## src/rtl/led_pattern_ctrl.sv

```systemverilog
`default_nettype none
// ============================================================================
// Module      : led_pattern_ctrl
// Description : Command-driven LED pattern generator. A rising edge on
//               inValid samples an LED index (dataIn) and a mode. The block
//               then drives a registered one-hot or blank pattern on ledOut:
//               steady, blink, chase (rotating) or off. An internal prescaler
//               of TICK_DIV clocks paces the blink and chase steps.
// Ports       : clk     - system clock
//               rst     - synchronous reset, active-high
//               dataIn  - LED index carried by the command
//               mode    - 00 steady, 01 blink, 10 chase, 11 off
//               inValid - command strobe, rising edge only
//               ledOut  - registered LED drive, at most one bit set
//               cmdAck  - one-cycle pulse, command accepted
//               cmdErr  - one-cycle pulse, command rejected (index too big)
// Revision    : 1.0 - initial release
// ============================================================================
module led_pattern_ctrl #(
  parameter int NUM_LEDS = 4,
  parameter int SEL_W    = 2,
  parameter int TICK_DIV = 5_000_000
) (
  input  logic                clk,
  input  logic                rst,
  input  logic [SEL_W-1:0]    dataIn,
  input  logic [1:0]          mode,
  input  logic                inValid,
  output logic [NUM_LEDS-1:0] ledOut,
  output logic                cmdAck,
  output logic                cmdErr
);

  localparam int CNT_W = (TICK_DIV > 2) ? $clog2(TICK_DIV) : 1;
  localparam logic [CNT_W-1:0] TICK_LAST = CNT_W'(TICK_DIV - 1);
  // One extra bit so the range check also works when NUM_LEDS == 2**SEL_W.
  localparam logic [SEL_W:0]   LED_LIMIT = (SEL_W + 1)'(NUM_LEDS);
  localparam logic [SEL_W-1:0] POS_LAST  = SEL_W'(NUM_LEDS - 1);

  // Encoding matches the mode field so an accepted command loads it directly.
  typedef enum logic [1:0] {
    STEADY = 2'b00,
    BLINK  = 2'b01,
    CHASE  = 2'b10,
    OFF    = 2'b11
  } state_t;

  state_t              state_q, state_d;
  logic [SEL_W-1:0]    pos_q, pos_d;
  logic [CNT_W-1:0]    cnt_q, cnt_d;
  logic                phase_q, phase_d;
  logic                valid_prev;
  logic [NUM_LEDS-1:0] led_d;
  logic                ack_d, err_d;
  logic                evt, in_range, tick;
  logic [NUM_LEDS-1:0] onehot;

  always_ff @(posedge clk) begin
    if (rst) begin
      state_q    <= OFF;
      pos_q      <= '0;
      cnt_q      <= '0;
      phase_q    <= 1'b0;
      // Treat inValid as already high so a strobe held across reset is ignored.
      valid_prev <= 1'b1;
      ledOut     <= '0;
      cmdAck     <= 1'b0;
      cmdErr     <= 1'b0;
    end else begin
      state_q    <= state_d;
      pos_q      <= pos_d;
      cnt_q      <= cnt_d;
      phase_q    <= phase_d;
      valid_prev <= inValid;
      ledOut     <= led_d;
      cmdAck     <= ack_d;
      cmdErr     <= err_d;
    end
  end

  always_comb begin
    state_d  = state_q;
    pos_d    = pos_q;
    cnt_d    = cnt_q;
    phase_d  = phase_q;
    ack_d    = 1'b0;
    err_d    = 1'b0;
    led_d    = '0;

    evt      = inValid & ~valid_prev;
    in_range = ({1'b0, dataIn} < LED_LIMIT);
    tick     = ((state_q == BLINK) || (state_q == CHASE)) && (cnt_q == TICK_LAST);

    if (evt && in_range) begin
      // A command overrides any running pattern; a coincident tick is dropped.
      state_d = state_t'(mode);
      pos_d   = dataIn;
      cnt_d   = '0;
      phase_d = 1'b1;
      ack_d   = 1'b1;
    end else if (evt) begin
      // Rejected command freezes everything for this cycle.
      err_d = 1'b1;
    end else begin
      case (state_q)
        BLINK: begin
          cnt_d = tick ? '0 : cnt_q + 1'b1;
          if (tick) phase_d = ~phase_q;
        end
        CHASE: begin
          cnt_d = tick ? '0 : cnt_q + 1'b1;
          if (tick) pos_d = (pos_q == POS_LAST) ? '0 : pos_q + 1'b1;
        end
        default: cnt_d = '0;
      endcase
    end

    // The output register is loaded from next-state so a new pattern appears
    // on the same edge that accepts the command.
    onehot = NUM_LEDS'(1) << pos_d;
    case (state_d)
      STEADY:  led_d = onehot;
      BLINK:   led_d = phase_d ? onehot : '0;
      CHASE:   led_d = onehot;
      default: led_d = '0;
    endcase
  end

endmodule
`default_nettype wire

```

## config.mk

```make
export PLATFORM = sky130hd
export DESIGN_NAME = led_pattern_ctrl
export DESIGN_NICKNAME = d
export VERILOG_FILES = /design/src/rtl/led_pattern_ctrl.sv
export SDC_FILE = /design/constraint.sdc
export NUM_CORES = 1
export LEC_CHECK = 0
export CORE_MARGIN = 1
export CORE_UTILIZATION = 56
export DETAILED_ROUTE_END_ITERATION = 8
export GPL_TIMING_DRIVEN = 0
export HOLD_SLACK_MARGIN = 0.06
export PLACE_DENSITY = 0.77
export SLEW_MARGIN = 0
export SYNTH_ARGS = -nofsm -noshare
export SYNTH_HDL_FRONTEND = slang
export SYNTH_SLANG_ARGS = --single-unit
```

## constraint.sdc

```tcl
create_clock -name clk -period 2.52 [get_ports clk]
set_input_delay 0.504 -clock clk [delete_from_list [all_inputs] [get_ports clk]]
set_output_delay 0.504 -clock clk [all_outputs]
set_load 0.02 [all_outputs]
```

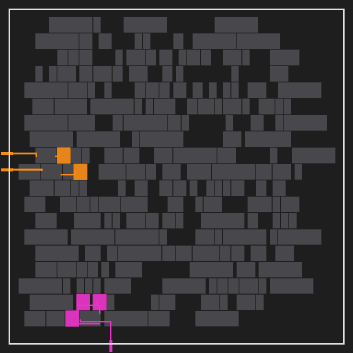
**Above:** run 1 (I/O nets highlighted).
(6 px per um)
Orange is dataIn, bits 2, direction input, edge left, end cells 2, wire 12.9 um. Magenta is inValid, bits 1, direction input, edge bottom, end cells 3, wire 20.0 um.

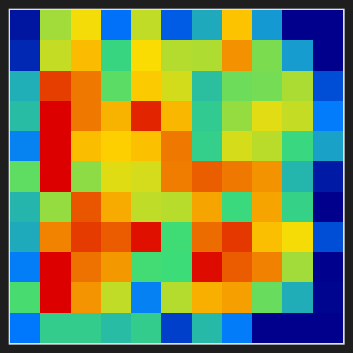
**Above:** run 1 (cell area per tile).
(6 px per um) The die is cut into 11 by 11 equal tiles; dark blue is low, red is high, 0 to 100% covered.
The mean over all tiles is 58%. 35% of the tiles are over 75% full. 7.4% of the tiles are nearly empty. The fullest tile reaches 100%.

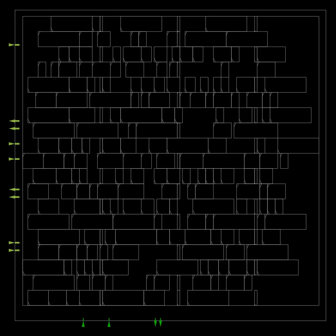
**Above:** run 1 (placement view).
Core Rows: 19
Seq area share: 0.374
Filler cells: 224
Final Core Density: 0.665

==> results.py, run 1 <==
# Synthesis and PnR figures
metrics = {
    "logic_synthesis": {
        "yosys_most_used_dff": "dfxtp_1",
        "netlist_area_sq_um": 1600,
        "edf_count": 0,
        "syn_inst": 185,
        "numSynthFlops": 34,
        "synth.most_common_cell": "dfxtp_1",
        "async_flop_share": 0,
        "floorplan.nets": 196,
        "syn_avg_cell_area_sq_um": 8.67,
        "ys_warn_count": 0,
        "synthTopCellsByCount": "34 x dfxtp_1, 32 x nor2_1, 12 x nand2_1, 12 x xnor2_1, 8 x inv_1",
        "yosys-stat-cells": 185,
    },
    "job": {
        "warning_count": 27,
    },
    "cells_and_area": {
        "flop_area_sq_um": 681,
        "nNonClkInverters": 8,
        "drive_gt1_frac": 0.108,
        "comb_cells": 135,
        "layout.cells.non_filler": 234,
        "comb-cell-share": 0.476,
        "nets": 213,
        "bufAreaShareNonClock": 0.0791,
    },
    "worst_setup_path": {
        "ff2ff_setup_slack_ns": 0.12,
        "timing.rr.end": "ledOut[2]$_SDFF_PP0_",
        "worstSetupStartpoint": "state_q[0]$_SDFF_PP1_",
        "cp.arrival_ns": 2.64,
    },
    "clock_tree": {
        "cts_resized": 1,
        "hold_buffers": 0,
        "cts_tree": "yes",
    },
    "hold_path": {
        "min_from": "cnt_q[0]$_SDFF_PP0_",
        "holdPathStages": 1,
        "holdPathEnd": "cnt_q[0]$_SDFF_PP0_",
    },
    "sta": {
        "tns_ns": 0,
        "fin_ws_ns": 0.124,
        "finalSetupViolations": 0,
        "slew_violations": 0,
        "rsz0062_at_grt": "no",
        "fmax_ghz": 0.417,
        "fin_skew_ns": 0.0103,
        "holdWs_ns": 0.468,
    },
    "detailed_routing": {
        "drc_errors": 0,
        "drtPass1Iterations": 4,
        "drtAntennaViolNets": 0,
        "via_count": 1305,
        "wl_mm": 3.08,
    },
    "placement": {
        "io_buffers": 10,
        "dp_hpwl_mm": 2.22,
        "pre_cts_ws_ns": -0.0822,
    },
    "run_status": {
        "status": "finished clean",
    },
    "die": {
        "io_pins": 13,
        "die_w_um": 55.5,
        "fp_util": 0.587,
        "dieArea_sq_um": 3080,
        "taps": 31,
    },
    "global_route": {
        "track_usage": 0.227,
        "grt_pass1_wl_mm": 5.53,
        "grt_pass1_vias": 1250,
        "grt.overflow.total": 0,
        "grt_antenna_before_repair": 0,
    },
    "power": {
        "total_power_uw": 924,
        "p_leak_nw": 0.613,
        "vdd_drop_max_mv": 0.654,
    },
}
-- run 1: worst max-delay path, cell delays in order, from the launching register on --
cell,delay (ns)
dfxtp_1,0.37
inv_1,0.08
ha_1,0.34
nor4b_2,0.32
nand4_1,0.24
o31a_1,0.36
o31ai_2,0.32
and4bb_2,0.28
-- run 1: layer usage --
| metal | track usage | vias up | part of all wire |
|---|---|---|---|
| met5 | 0 | - | 0 |
| met4 | 0.0964 | 0 | 0.018 |
| met3 | 0.0656 | 4 | 0.038 |
| met2 | 0.367 | 18 | 0.46 |
| met1 | 0.283 | 609 | 0.48 |
| li1 | - | 674 | - |
-- run 1: cell families after synthesis --
group	after synthesis	synth area share
fa+ha+maj	4	0.0312
compound gates	18	0.0796
other cells	1	0.00234
xor+xnor	18	0.0983
flops	34	0.424
simple gates	94	0.318
buf+inv	16	0.0460
-- run 1: flip-flops by register name, indices dropped and copies added (netlist names) --
| name | count |
|---|---|
| cmdAck | 1 |
| phase_q | 1 |
| pos_q | 2 |
| valid_prev | 1 |
| state_q | 2 |
| cnt_q | 23 |
| ledOut | 4 |
-- run 1: power by group --
group	leakage, nW	switching, mW	internal (mW)
registers	0.275	0.00453	0.545
clock network	0.0353	0.181	0.135
logic	0.303	0.0322	0.0265
-- run 1: cells in the final DEF, fill, tap and decap left out, types with 3 or more instances in the layout --
cell	Yosys	final
a21oi_1	4	4
o21ai_0	4	4
nor3_1	6	6
or3_1	4	4
clkbuf_1	4	5
and3_1	4	4
clkbuf_4	0	5
clkdlybuf4s50_1	0	10
dfxtp_1	34	34
nand2b_1	3	3
xor2_1	6	6
nand2_1	12	12
nand4_1	6	6
inv_1	8	8
nand3_1	6	6
nor4_1	4	4
xnor2_1	12	12
nor2_1	32	32
ha_1	4	4
**Run 1: drive-strength map**

(6 px per um)
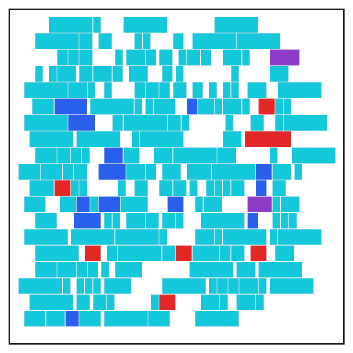

## Run 2: what changed since run 1
CORE_UTILIZATION = 59   (was 56)
CTS_BUF_LIST = sky130_fd_sc_hd__clkbuf_8   (was default)
PLACE_DENSITY = 0.81   (was 0.77)
SKIP_LAST_GASP = 1   (was default)
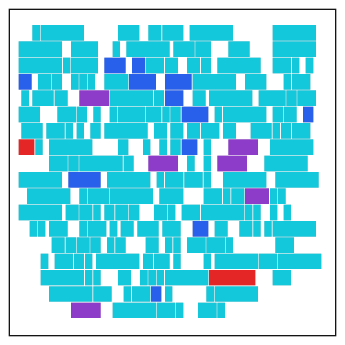
**Above:** run 2 (drive-strength map).
(6 px per um)
Blue is _2 cells, cells 12, share 5.9%. Red is _3 and _4 cells, cells 2, share 0.99%. Cyan is _0 and _1 cells, cells 182, share 90%, most used dfxtp_1. Purple is _6 and larger, cells 6, share 3.0%, most used clkbuf_8.

==> run 2 against run 1 <==
  * Clock power is 14% higher
  * Largest power group unchanged
  * Cell count is 0.85% lower
  * Register-to-register slack better by 0.05 ns
  * Routed wire length is 7.4% higher
  * Highest routed layer unchanged
  * Via count is 2.9% higher
  * Maximum frequency is 2.0% higher
  * Hold slack worse by 0.0028 ns
  * Non-clock buffer count stayed put
==> results.py, run 2 <==
# Synthesis and PnR figures
metrics = {
    "run_status": {
        "status": "finished clean",
    },
    "global_route": {
        "grt.overflow.total": 0,
        "grt_antenna_before_repair": 0,
        "track_usage": 0.258,
        "grt_pass1_vias": 1215,
        "grt_pass1_wl_mm": 5.28,
    },
    "cells_and_area": {
        "comb_cells": 135,
        "comb-cell-share": 0.472,
        "diodes": 0,
        "sh_seq_area": 0.371,
        "flop_area_sq_um": 681,
        "final_cell_mix": "34 x dfxtp_1, 32 x nor2_1, 12 x nand2_1, 12 x xnor2_1",
        "layout.cells.most_common": "dfxtp_1",
        "largest_register_ff_count": 23,
        "nNonClkInverters": 8,
        "nets": 213,
        "largest-register": "cnt_q",
        "drive_gt1_frac": 0.0990,
        "fillCellCount": 206,
        "top_regs": "cnt_q: 23 flops, ledOut: 4 flops",
        "bufAreaShareNonClock": 0.0784,
    },
    "power": {
        "pwr-share-clk": 0.372,
        "vdd_drop_max_mv": 0.490,
        "p_sw_frac": 0.223,
        "p_switching_uw": 217,
        "seq_cell_power_uw": 550,
        "p_comb_uw": 59.4,
        "seq_power_share": 0.567,
        "p_clk_uw": 361,
        "p_int_uw": 753,
        "p_leak_nw": 0.624,
        "maxPowerGroup": "registers",
        "pwr-share-comb": 0.061,
    },
    "logic_synthesis": {
        "syn_inst": 185,
        "yosys-stat-cells": 185,
        "edf_count": 0,
        "netlist_area_sq_um": 1600,
        "syn_avg_cell_area_sq_um": 8.67,
        "floorplan.nets": 196,
        "async_flop_share": 0,
        "synth.most_common_cell": "dfxtp_1",
        "synth_cell_types": 43,
        "ys_warn_count": 0,
        "synthTopCellsByCount": "34 x dfxtp_1, 32 x nor2_1, 12 x nand2_1, 12 x xnor2_1, 8 x inv_1",
        "yosysTopAreaCell": "dfxtp_1",
        "yosys_most_used_dff": "dfxtp_1",
        "numSynthFlops": 34,
    },
    "job": {
        "warning_count": 27,
    },
    "detailed_routing": {
        "drt-met1-wl_mm": 1.46,
        "drt-vias-per-instance": 5.79,
        "wl_met2_mm": 1.68,
        "drc_errors": 0,
        "drtPass1Iterations": 4,
        "via_count": 1343,
        "drtAntennaViolNets": 0,
        "wl_met3_um": 97,
        "top_layer": "met4",
        "wl_mm": 3.31,
    },
    "sta": {
        "finalSetupViolations": 0,
        "relSlewSlack": 0.654,
        "max_slew.worst_pin.slew_ns": 0.513,
        "min_period_ns": 2.35,
        "fmax_ghz": 0.426,
        "tns_ns": 0,
        "fin_skew_ns": 0.00721,
        "slew_violations": 0,
        "rsz0062_at_grt": "no",
        "fin_ws_ns": 0.170,
    },
    "worst_setup_path": {
        "max_stage_delay_ns": 0.37,
        "path_buffers": 1,
        "worstSetupStartpoint": "state_q[0]$_SDFF_PP1_",
        "cp.arrival_ns": 2.52,
        "critPathMaxFanout": 4,
        "cp.required_ns": 2.69,
        "worstPathCellList": "inv_1 -> ha_1 -> nor4b_2 -> nand4_1 -> o31a_1 -> o31ai_2 -> and4bb_2",
        "crit_cells": 7,
        "slowest_stage": "dfxtp_1",
        "cp_top_family": "simple AND/OR/NAND/NOR gates",
    },
    "hold_path": {
        "min_from": "cnt_q[0]$_SDFF_PP0_",
        "holdPathStages": 1,
    },
    "die": {
        "die_y_um": 54.1,
        "fp_util": 0.636,
        "rows": 18,
        "die_w_um": 54.1,
        "dieArea_sq_um": 2930,
        "taps": 30,
        "io_pins": 13,
    },
    "placement": {
        "pre_cts_ws_ns": 0.0202,
        "io_buffers": 10,
        "dp_hpwl_mm": 2.39,
    },
    "clock_tree": {
        "cts_root_buf": "clkbuf_8",
        "cts_tree": "yes",
        "hold_buffers": 0,
        "clockBufferDepth": 2,
    },
}
-- run 2: metrics by stage --
step | hold slack, ns | cell area [sq um] | instances | util | power (mW)
floorplan | 0.430 | 1600 | 185 | - | 0.597
detailed placement | 0.459 | 1740 | 225 | 0.690 | 0.618
global placement | 0.438 | 1740 | 225 | 0.690 | 0.615
CTS | 0.473 | 1830 | 232 | 0.725 | 0.974
global route | 0.485 | 1830 | 232 | 0.727 | 1.00
finish | 0.465 | 1830 | 232 | 0.727 | 0.970
-- run 2: timing repair --
action | 4_1_cts | 5_1_grt
setup endpoints to repair | 2 | 1
resized | 2 | 1
hold endpoints to repair | 0 | 0
-- run 2: kinds of logic (layout without fill, tap and decap cells) --
group | Yosys count | after routing | share of synthesized area
other cells | 1 | 1 | 0.00234
buf+inv | 16 | 33 | 0.0460
fa+ha+maj | 4 | 4 | 0.0312
compound gates | 18 | 18 | 0.0796
flops | 34 | 34 | 0.424
simple gates | 94 | 94 | 0.318
xor+xnor | 18 | 18 | 0.0983
-- run 2: final timing paths --
check,endpoint,slack (ns)
setup / recovery,ledOut[2]$_SDFF_PP0_,0.17
hold / removal,cnt_q[0]$_SDFF_PP0_,0.47
setup reg to reg,ledOut[2]$_SDFF_PP0_,0.17
hold reg to reg,cnt_q[0]$_SDFF_PP0_,0.47
-- run 2: layer usage --
metal	vias to the layer above	global-route usage
met5	-	0
met4	0	0.103
met3	7	0.0621
met2	25	0.455
met1	634	0.293
li1	677	-
-- run 2: worst reg2reg max path, cell delays in order (launching register included) --
cell and delay [ns]:
dfxtp_1 0.37, inv_1 0.08, ha_1 0.33, nor4b_2 0.29, nand4_1 0.24, o31a_1 0.35, o31ai_2 0.30, and4bb_2 0.28
## Run 3: what changed since run 2
CTS_CLUSTER_DIAMETER = 120   (was default)
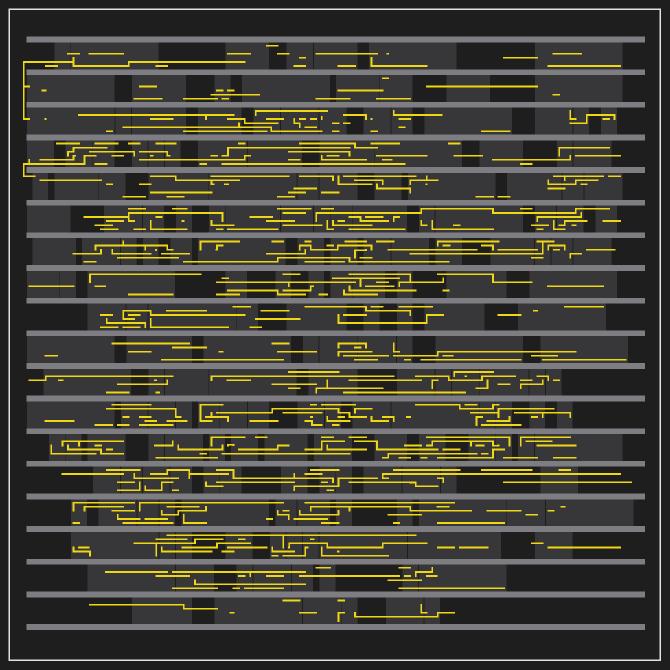
**Above:** run 3 (the metal 1 layer).
(12 px per um) Supply wires on this layer in grey. Cells faint in the background.
199 nets have wire on it. The longest straight run is 20.7 um.

==> run 3 against run 2 <==
  * Global-route usage stayed put
  * Hold slack stayed put
  * Clock skew stayed put
  * Combinational power hardly changed
  * Flip-flop count stayed put
  * Routed wire length stayed put
  * Cell area stayed put
  * Non-clock buffer count stayed put
  * Critical endpoint unchanged
  * Largest power group unchanged
==> results.py, run 3 <==
# Synthesis and PnR figures
metrics = {
    "run_status": {
        "status": "finished clean",
    },
    "worst_setup_path": {
        "cp_top_family": "simple AND/OR/NAND/NOR gates",
        "cp.required_ns": 2.69,
        "r2r_cells": 7,
        "cp.arrival_ns": 2.52,
        "worstPathCellList": "inv_1 -> ha_1 -> nor4b_2 -> nand4_1 -> o31a_1 -> o31ai_2 -> and4bb_2",
        "path_buffers": 1,
        "ff2ff_setup_slack_ns": 0.17,
        "rr_startpoint": "state_q[0]$_SDFF_PP1_",
        "critPathMaxFanout": 4,
        "timing.rr.end": "ledOut[2]$_SDFF_PP0_",
        "max_stage_delay_ns": 0.37,
        "crit_type": "reg -> reg",
        "critPathCaptureType": "flip-flop",
        "slowest_stage": "dfxtp_1",
    },
    "sta": {
        "tns_ns": 0,
        "fin_skew_ns": 0.00721,
        "slew_violations": 0,
        "final_hold_viol_count": 0,
        "fin_ws_ns": 0.170,
        "min_period_ns": 2.35,
        "finalSetupViolations": 0,
        "relSlewSlack": 0.654,
        "fin_crit_sh": 0.932,
        "fmax_ghz": 0.426,
        "max_slew.worst_pin.slew_ns": 0.513,
        "holdWs_ns": 0.465,
        "rsz0062_at_grt": "no",
    },
    "power": {
        "seq_cell_power_uw": 550,
        "pwr-share-comb": 0.061,
        "p_comb_uw": 59.4,
        "p_int_uw": 753,
        "p_switching_uw": 217,
        "p_leak_nw": 0.624,
        "p_sw_frac": 0.223,
        "total_power_uw": 970,
        "p_clk_uw": 361,
        "pwr-share-clk": 0.372,
        "vdd_drop_max_mv": 0.490,
        "maxPowerGroup": "registers",
        "seq_power_share": 0.567,
    },
    "logic_synthesis": {
        "async_flop_share": 0,
        "edf_count": 0,
        "netlist_area_sq_um": 1600,
        "xor_share": 0.0983,
        "yosysTopAreaCell": "dfxtp_1",
        "numSynthFlops": 34,
        "synthSimpleGateAreaFrac": 0.318,
        "yosys_most_used_dff": "dfxtp_1",
        "ys_top_logic_family": "simple AND/OR/NAND/NOR gates",
        "mux_share": 0,
        "top_cell_area_share": 0.424,
        "ys_seq_share": 0.424,
        "synthTopCellsByCount": "34 x dfxtp_1, 32 x nor2_1, 12 x nand2_1, 12 x xnor2_1, 8 x inv_1",
        "yosys-stat-cells": 185,
        "floorplan.nets": 196,
        "synth_cell_types": 43,
        "synthAoiAreaFrac": 0.0796,
        "ys_warn_count": 0,
        "syn_avg_cell_area_sq_um": 8.67,
        "syn_inst": 185,
        "synth.most_common_cell": "dfxtp_1",
        "ys_sh_adder": 0.0312,
    },
    "global_route": {
        "grt_pass1_vias": 1215,
        "grt_antenna_before_repair": 0,
        "grt_max_degree": 11,
        "grt.overflow.total": 0,
        "grt_pass1_wl_mm": 5.28,
        "track_usage": 0.258,
    },
    "placement": {
        "dp_cells": 225,
        "io_buffers": 10,
        "dpl-instance-area_sq_um": 1740,
        "dp_hpwl_mm": 2.39,
        "pre_cts_ws_ns": 0.0202,
    },
    "die": {
        "io_pins": 13,
        "dieArea_sq_um": 2930,
        "fp_util": 0.636,
        "rows": 18,
        "die_w_um": 54.1,
        "die_y_um": 54.1,
    },
    "cells_and_area": {
        "utilization": 0.727,
        "largest-register": "cnt_q",
        "fillCellCount": 206,
        "top_regs": "cnt_q: 23 flops, ledOut: 4 flops",
        "largest_register_ff_count": 23,
        "layout.cells.most_common": "dfxtp_1",
        "layout.cells.non_filler": 232,
        "diodes": 0,
        "final_cell_mix": "34 x dfxtp_1, 32 x nor2_1, 12 x nand2_1, 12 x xnor2_1",
        "nets": 213,
        "design_area_sq_um": 1830,
        "drive_gt1_frac": 0.0990,
    },
    "detailed_routing": {
        "drtAntennaViolNets": 0,
        "drt-vias-per-instance": 5.79,
        "wl_per_cell_um": 14.3,
        "wl_mm": 3.31,
        "via_count": 1343,
        "drc_errors": 0,
        "drtPass1Iterations": 4,
        "initialDrtViolationCount": 29,
    },
    "clock_tree": {
        "clkLatencyLatePin_ns": 0.28,
        "cts_tree": "yes",
        "hold_buffers": 0,
        "clk_pin_slew_worst_paths_ns": 0.07,
        "cts_buffers": 5,
        "clockBufferDepth": 2,
        "cts_root_buf": "clkbuf_8",
    },
    "job": {
        "warning_count": 27,
    },
    "hold_path": {
        "holdPathEnd": "cnt_q[0]$_SDFF_PP0_",
        "holdPathStages": 1,
        "min_from": "cnt_q[0]$_SDFF_PP0_",
    },
}
-- run 3: cell counts after synthesis --
No cell type changed its count.
-- run 3: worst max path at each step --
stage | startpoint | endpoint | depth (start not counted)
finish | state_q[0]$_SDFF_PP1_ | ledOut[2]$_SDFF_PP0_ | 7
global route | state_q[0]$_SDFF_PP1_ | cnt_q[13]$_SDFF_PP0_ | 8
CTS | state_q[0]$_SDFF_PP1_ | ledOut[2]$_SDFF_PP0_ | 7
detailed placement | state_q[0]$_SDFF_PP1_ | ledOut[2]$_SDFF_PP0_ | 7
global placement | state_q[0]$_SDFF_PP1_ | ledOut[2]$_SDFF_PP0_ | 7
floorplan | state_q[0]$_SDFF_PP1_ | ledOut[2]$_SDFF_PP0_ | 7
-- run 3: cell type report --
| class | instances | area (sq um) | share of cell area |
|---|---|---|---|
| Inverter | 8 | 30.0 | 0.0164 |
| Clock inverter | 2 | 7.51 | 0.00409 |
| Multi-Input combinational cell | 135 | 866 | 0.472 |
| Tap cell | 30 | 37.5 | 0.0205 |
| Sequential cell | 34 | 681 | 0.371 |
| Buffer | 8 | 43.8 | 0.0239 |
| Clock buffer | 5 | 68.8 | 0.0375 |
| Timing Repair Buffer | 10 | 100 | 0.0546 |
-- run 3: repair_timing --
item,in CTS,in global routing
endpoints found under the setup margin,2,1
pin swaps,0,0
buffers inserted,0,0
gates resized,2,1
-- run 3: per-layer routing --
| metal | vias up | part of all wire | track usage |
|---|---|---|---|
| met2 | 25 | 0.51 | 0.455 |
| met3 | 7 | 0.029 | 0.0621 |
| met5 | - | 0 | 0 |
| met4 | 0 | 0.021 | 0.103 |
| met1 | 634 | 0.44 | 0.293 |
| li1 | 677 | - | - |
Power is estimated from default activity; no workload was simulated.
